### src/rtl/data_mem_ctrl.sv
// Single-port data memory controller: valid/ready requests, 1-cycle registered read
// response, sequential clear sweep. Define DATA_MEM_PARITY_EN for per-word even parity.
module data_mem_ctrl #(
  parameter int DATA_W = 8,
  parameter int ADDR_W = 8
) (
  input  logic              clk,
  input  logic              rst,
  input  logic              clr_start,
  output logic              busy,
  input  logic              req_valid,
  output logic              req_ready,
  input  logic              req_we,
  input  logic [ADDR_W-1:0] req_addr,
  input  logic [DATA_W-1:0] req_wdata,
  input  logic              req_perr_inj,
  output logic              rsp_valid,
  output logic [DATA_W-1:0] rsp_rdata,
  output logic              rsp_perr
);

  localparam int DEPTH = 2 ** ADDR_W;

`ifdef DATA_MEM_PARITY_EN
  localparam int WORD_W = DATA_W + 1;

  // Stored word is {parity, data}; inj flips the parity bit.
  function automatic logic [WORD_W-1:0] encode_f(input logic [DATA_W-1:0] d, input logic inj);
    return {(^d) ^ inj, d};
  endfunction

  function automatic logic check_f(input logic [WORD_W-1:0] w);
    return (^w[DATA_W-1:0]) != w[DATA_W];
  endfunction
`else
  localparam int WORD_W = DATA_W;

  function automatic logic [WORD_W-1:0] encode_f(input logic [DATA_W-1:0] d);
    return d;
  endfunction

  logic unused_perr_inj_s;
  assign unused_perr_inj_s = req_perr_inj;
`endif

  typedef enum logic [0:0] {
    CLEAR = 1'b0,
    IDLE  = 1'b1
  } state_e;

  state_e            state_q, state_d;
  logic [ADDR_W-1:0] clr_cnt_q, clr_cnt_d;
  logic              rsp_valid_q, rsp_valid_d;
  logic [DATA_W-1:0] rsp_rdata_q, rsp_rdata_d;
  logic              rsp_perr_q, rsp_perr_d;

  logic [WORD_W-1:0] mem_q [DEPTH];
  logic              mem_we_s;
  logic [ADDR_W-1:0] mem_waddr_s;
  logic [WORD_W-1:0] mem_wword_s;
  logic [WORD_W-1:0] rd_word_s;
  logic              hs_s;

  assign req_ready = (state_q == IDLE);
  assign hs_s      = req_valid && req_ready;
  assign rd_word_s = mem_q[req_addr];

  // Next-state, sweep counter, memory write port and response computation.
  always_comb begin
    state_d     = state_q;
    clr_cnt_d   = clr_cnt_q;
    rsp_valid_d = 1'b0;
    rsp_rdata_d = rsp_rdata_q;
    rsp_perr_d  = rsp_perr_q;
    mem_we_s    = 1'b0;
    mem_waddr_s = clr_cnt_q;
`ifdef DATA_MEM_PARITY_EN
    mem_wword_s = encode_f({DATA_W{1'b0}}, 1'b0);
`else
    mem_wword_s = encode_f({DATA_W{1'b0}});
`endif
    case (state_q)
      CLEAR: begin
        mem_we_s  = !rst;
        clr_cnt_d = clr_cnt_q + ADDR_W'(1);
        if (clr_cnt_q == {ADDR_W{1'b1}}) begin
          state_d = IDLE;
        end else begin
          state_d = CLEAR;
        end
      end
      IDLE: begin
        clr_cnt_d = {ADDR_W{1'b0}};
        if (hs_s && req_we) begin
          mem_we_s    = !rst;
          mem_waddr_s = req_addr;
`ifdef DATA_MEM_PARITY_EN
          mem_wword_s = encode_f(req_wdata, req_perr_inj);
`else
          mem_wword_s = encode_f(req_wdata);
`endif
        end else if (hs_s) begin
          rsp_valid_d = 1'b1;
          rsp_rdata_d = rd_word_s[DATA_W-1:0];
`ifdef DATA_MEM_PARITY_EN
          rsp_perr_d  = check_f(rd_word_s);
`else
          rsp_perr_d  = 1'b0;
`endif
        end else begin
          rsp_valid_d = 1'b0;
        end
        // A same-cycle request still completes; the sweep starts on the next edge.
        if (clr_start) begin
          state_d = CLEAR;
        end else begin
          state_d = IDLE;
        end
      end
      default: begin
        state_d   = CLEAR;
        clr_cnt_d = {ADDR_W{1'b0}};
      end
    endcase
  end

  // Control and response registers with synchronous reset.
  always_ff @(posedge clk) begin
    if (rst) begin
      state_q     <= CLEAR;
      clr_cnt_q   <= {ADDR_W{1'b0}};
      rsp_valid_q <= 1'b0;
      rsp_rdata_q <= {DATA_W{1'b0}};
      rsp_perr_q  <= 1'b0;
    end else begin
      state_q     <= state_d;
      clr_cnt_q   <= clr_cnt_d;
      rsp_valid_q <= rsp_valid_d;
      rsp_rdata_q <= rsp_rdata_d;
      rsp_perr_q  <= rsp_perr_d;
    end
  end

  // Storage array; contents are defined only by the sweep and by writes.
  always_ff @(posedge clk) begin
    if (mem_we_s) begin
      mem_q[mem_waddr_s] <= mem_wword_s;
    end
  end

  assign busy      = (state_q == CLEAR);
  assign rsp_valid = rsp_valid_q;
  assign rsp_rdata = rsp_rdata_q;
  assign rsp_perr  = rsp_perr_q;

endmodule

### config.mk
export PLATFORM = sky130hd
export DESIGN_NAME = data_mem_ctrl
export DESIGN_NICKNAME = d
export VERILOG_FILES = /design/src/rtl/data_mem_ctrl.sv
export SDC_FILE = /design/constraint.sdc
export NUM_CORES = 2
export LEC_CHECK = 0
export CORE_MARGIN = 3
export CORE_UTILIZATION = 59
export CTS_BUF_LIST = sky130_fd_sc_hd__clkbuf_8
export DETAILED_ROUTE_END_ITERATION = 6
export PLACE_DENSITY = 0.89
export SYNTH_ARGS = -nofsm -noshare
export SYNTH_HDL_FRONTEND = slang
export SYNTH_SLANG_ARGS = --single-unit
### constraint.sdc
create_clock -name clk -period 5.8 [get_ports clk]
set_input_delay 1.16 -clock clk [delete_from_list [all_inputs] [get_ports clk]]
set_output_delay 1.16 -clock clk [all_outputs]
set_load 0.005 [all_outputs]
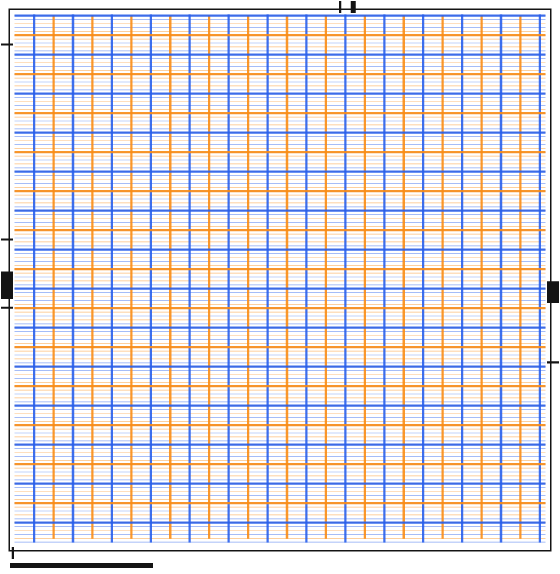
Figure 1: PDN straps and rails.
Scale bar: 100 microns. Pins as bars on the die edge.
Key: orange = VDD; blue = VSS
27 straps on met5. 136 met1 rails follow the rows. 27 straps on met4. 34 signal pins sit on the boundary. The core has 135 rows.
die height: 377 microns
Core Box Area: 136000 sq um
Die X: 377 microns
Max IR drop VDD: 0.000249 V

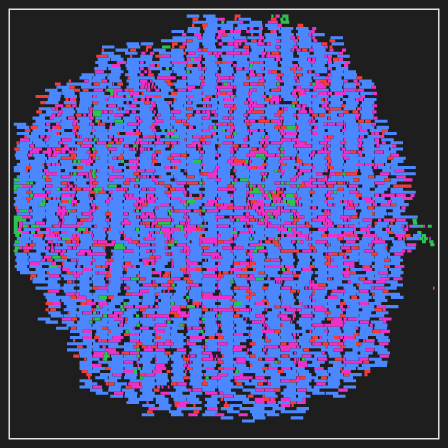
Figure 2: cells coloured by class.
Key: blue = flops [cells 2066]; magenta = combinational and other logic [cells 1786]; red = clock drivers and dummy loads [cells 547]; green = other buffers and delay cells [cells 204]
row count: 135
final core occ: 0.657

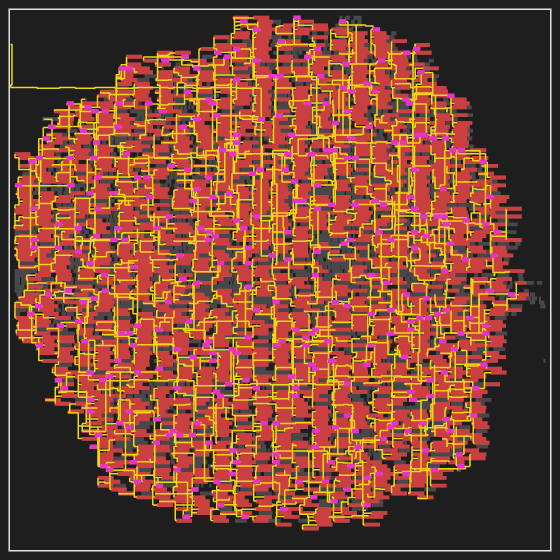
Figure 3: routed clock nets over the placement.
Key: yellow = clock wires [length 22.5 mm]; magenta = clock drivers [count 325]; red = flip-flops [count 2066]
There are 326 routed clock nets.
Clock Power: 11.0 mW
clk_skew: 0.0740 ns
Clock Power Share: 0.392
clock latency on the worst-skew pair: 0.99 ns

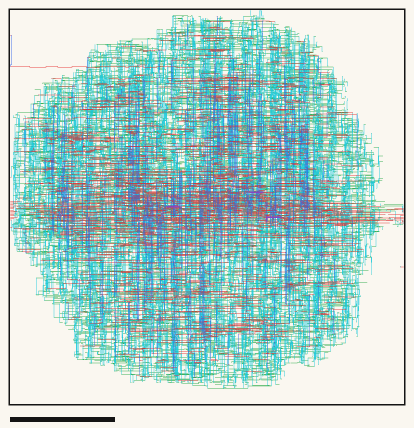
Figure 4: signal wires by layer.
Scale bar: 100 microns.
Key: green = metal 1 [wire length 65.4 mm]; blue = metal 4 [wire length 12400 microns]; purple = metal 5 [wire length 39.3 microns]; red = metal 3 [wire length 29.9 mm]; cyan = metal 2 [wire length 94.9 mm]
total vias in the final route: 44378
wirelength, routed: 203000 microns
Avg WL per Cell: 31.7 microns

==> results_slide.txt <==
Flow Results at a Glance

Synth
  • Adder Share, Synth: 0.000154
  • Area leader, netlist: edfxtp_1
  • Xor+xnor area frac: 0.000648
  • Post-Syn Nets: 4128
  • Most frequent cells after synthesis: 2048 x edfxtp_1, 405 x mux2i_1, 323 x nor2_1, 308 x mux4_2, 208 x a22oi_1
  • Syn_area_per_cell: 19.7 sq um
  • Post-synth EDFFs: 2048
  • Yosys reg bits: roughly 2100
  • Top cells by area: edfxtp_1 76%, mux4_2 8.6%, mux2i_1 5.0%
  • Cells after synthesis: 4105
  • Post-synth top flop: edfxtp_1
  • Ys cells: just over 4000
  • Synth async-reset ratio: 0
  • Netlist Area Pre-Place: 81000 sq um
  • Comb area leader: multiplexers
  • Mux frac, synth: 0.140
  • Aoi share: 0.0382
  • Synth Area in Simple Gates: 0.0350
  • Yosys synthesis chip area: 81000 sq um
  • Dominant cell area share: 0.759
  • Most frequent cell after synthesis: edfxtp_1
  • Yosys warning total: 0

Hold path
  • Hold Path End: clr_cnt_q[7]$_SDFF_PP0_
  • Hold Crit Depth: 2
  • Min-delay worst type: flip-flop to flip-flop

GRT
  • Met2 Track Usage GR: 0.441
  • Grt ovf: 0
  • Routing usage on met1: 0.370
  • Vias in the first global route: 44374
  • Initial antenna violation count: 13
  • Most Used Layer, Global Route: met2
  • Grt met3 use: 0.0916
  • Gr usage total: 0.287

Setup path
  • R2r worst-path depth: 4
  • WP data required: 6.37 ns
  • Origin of the worst setup path: req_we
  • R2r endpoint: mem_q[84][5]$_DFFE_PP_
  • CP Capture Type: flip-flop
  • FF-to-FF setup slack: roughly 1.3 ns
  • CP max FO: 16
  • Arr. time, crit path: 5.28 ns
  • Startpoint types: input port
  • Launch point of the worst reg-to-reg path: req_ready$_SDFF_PP0_

Floorplanning
  • Die area: 142000 sq um
  • # IOs: 34

Routing
  • DR pass1 iterations: 7
  • # DRC: 6
  • Initial DRC Count: 7393
  • Via/cell ratio: 6.94
  • Post-route ant nets: 0
  • WL met1: roughly 65000 microns
  • Met2 wire length: 94900 microns
  • Routed wl met3: 29900 microns

Power and ir drop
  • Combinational share of power: 0.033
  • Pwr Total: 28.1 mW
  • Comb pwr: 0.926 mW
  • Power Density: between 300 and 400 nW/um^2
  • Reg power frac: 0.575
  • P_sw: 6.04 mW
  • Pint: 22.1 mW
  • Sw Ratio: 0.215
  • Pwr top: registers
  • Pleak: 26.2 nW
  • P_seq: 16.2 mW

STA
  • Maximum clock rate: approximately 0.21 GHz
  • Worst Tran Pin Value: between 1 and 1.5 ns
  • Final hold vios: 0
  • Final setup violation count: 0
  • Normalized max-slew margin: 0.105
  • Tmin final: 4.71 ns
  • Final period util: 0.813
  • Hold_ws: 0.631 ns
  • Final worst slack: 1.09 ns
  • RSZ-0062 raised after global routing: false

Job
  • Tool warnings: 35
  • Total of max-cap violations: 0

Finish
  • Largest Register: mem_q
  • Nets: 4406
  • Layout overhead on the synthesized area: 10.2%
  • Max reg flops: 2048
  • Layout Cells excl Fill: 6393
  • Finished Cell Area: 89300 sq um
  • Most numerous logic cells after layout: 2048 x edfxtp_1, 405 x mux2i_1, 334 x clkbuf_8

Placement
  • Cells after DPL: 5837
  • GP Congestion: 0.957
  • PortBufs: 31
  • Placed Instance Area: 83600 sq um
  • Post-detail-place hpwl: 120000 microns
  • Worst slack, placed: 0.542 ns

Clock network
  • Clk slew on worst S/H paths: around 0.070 ns
  • Post-cts repair resize count: 0
  • Clk sinks: 2066
  • Setup Buffers After CTS: 0
  • Hold_buf cts: 0
  • CTS Buffer Depth: 4
  • Clock root cell: clkbuf_8
  • CTS tree: yes
  • Num CTS Buffers: 325

Status
  • Failing checks: DRC
  • Status: finished with violations
critical path: stages:
cell and delay (ns):
clkdlybuf4s50_1 0.77, nand3_1 0.67, o21ai_0 1.04, nand2_1 0.72
nor2_1 0.90
layout make-up:
class	count	area [sq um]
diodes	9	22.5
clock inverters	213	1030
flip-flops and latches	2066	61900
well taps	1781	2230
multi-input cells	1780	17500
repair buffers	204	2020
fillers	7688	46700
clock buffers	334	4600
inverters	6	22.5
how the worst max path moves through the flow:
stage	end	slack [ns]
after CTS	mem_q[48][1]$_DFFE_PP_	1.35
after floorplan	mem_q[0][0]$_DFFE_PP_	1.66
after global routing	mem_q[84][6]$_DFFE_PP_	1.23
after detailed placement	mem_q[208][6]$_DFFE_PP_	0.54
final	mem_q[84][5]$_DFFE_PP_	1.09
after global placement	mem_q[32][3]$_DFFE_PP_	0.79
Power figures rest on the tool's default switching activity, not on a simulated workload.
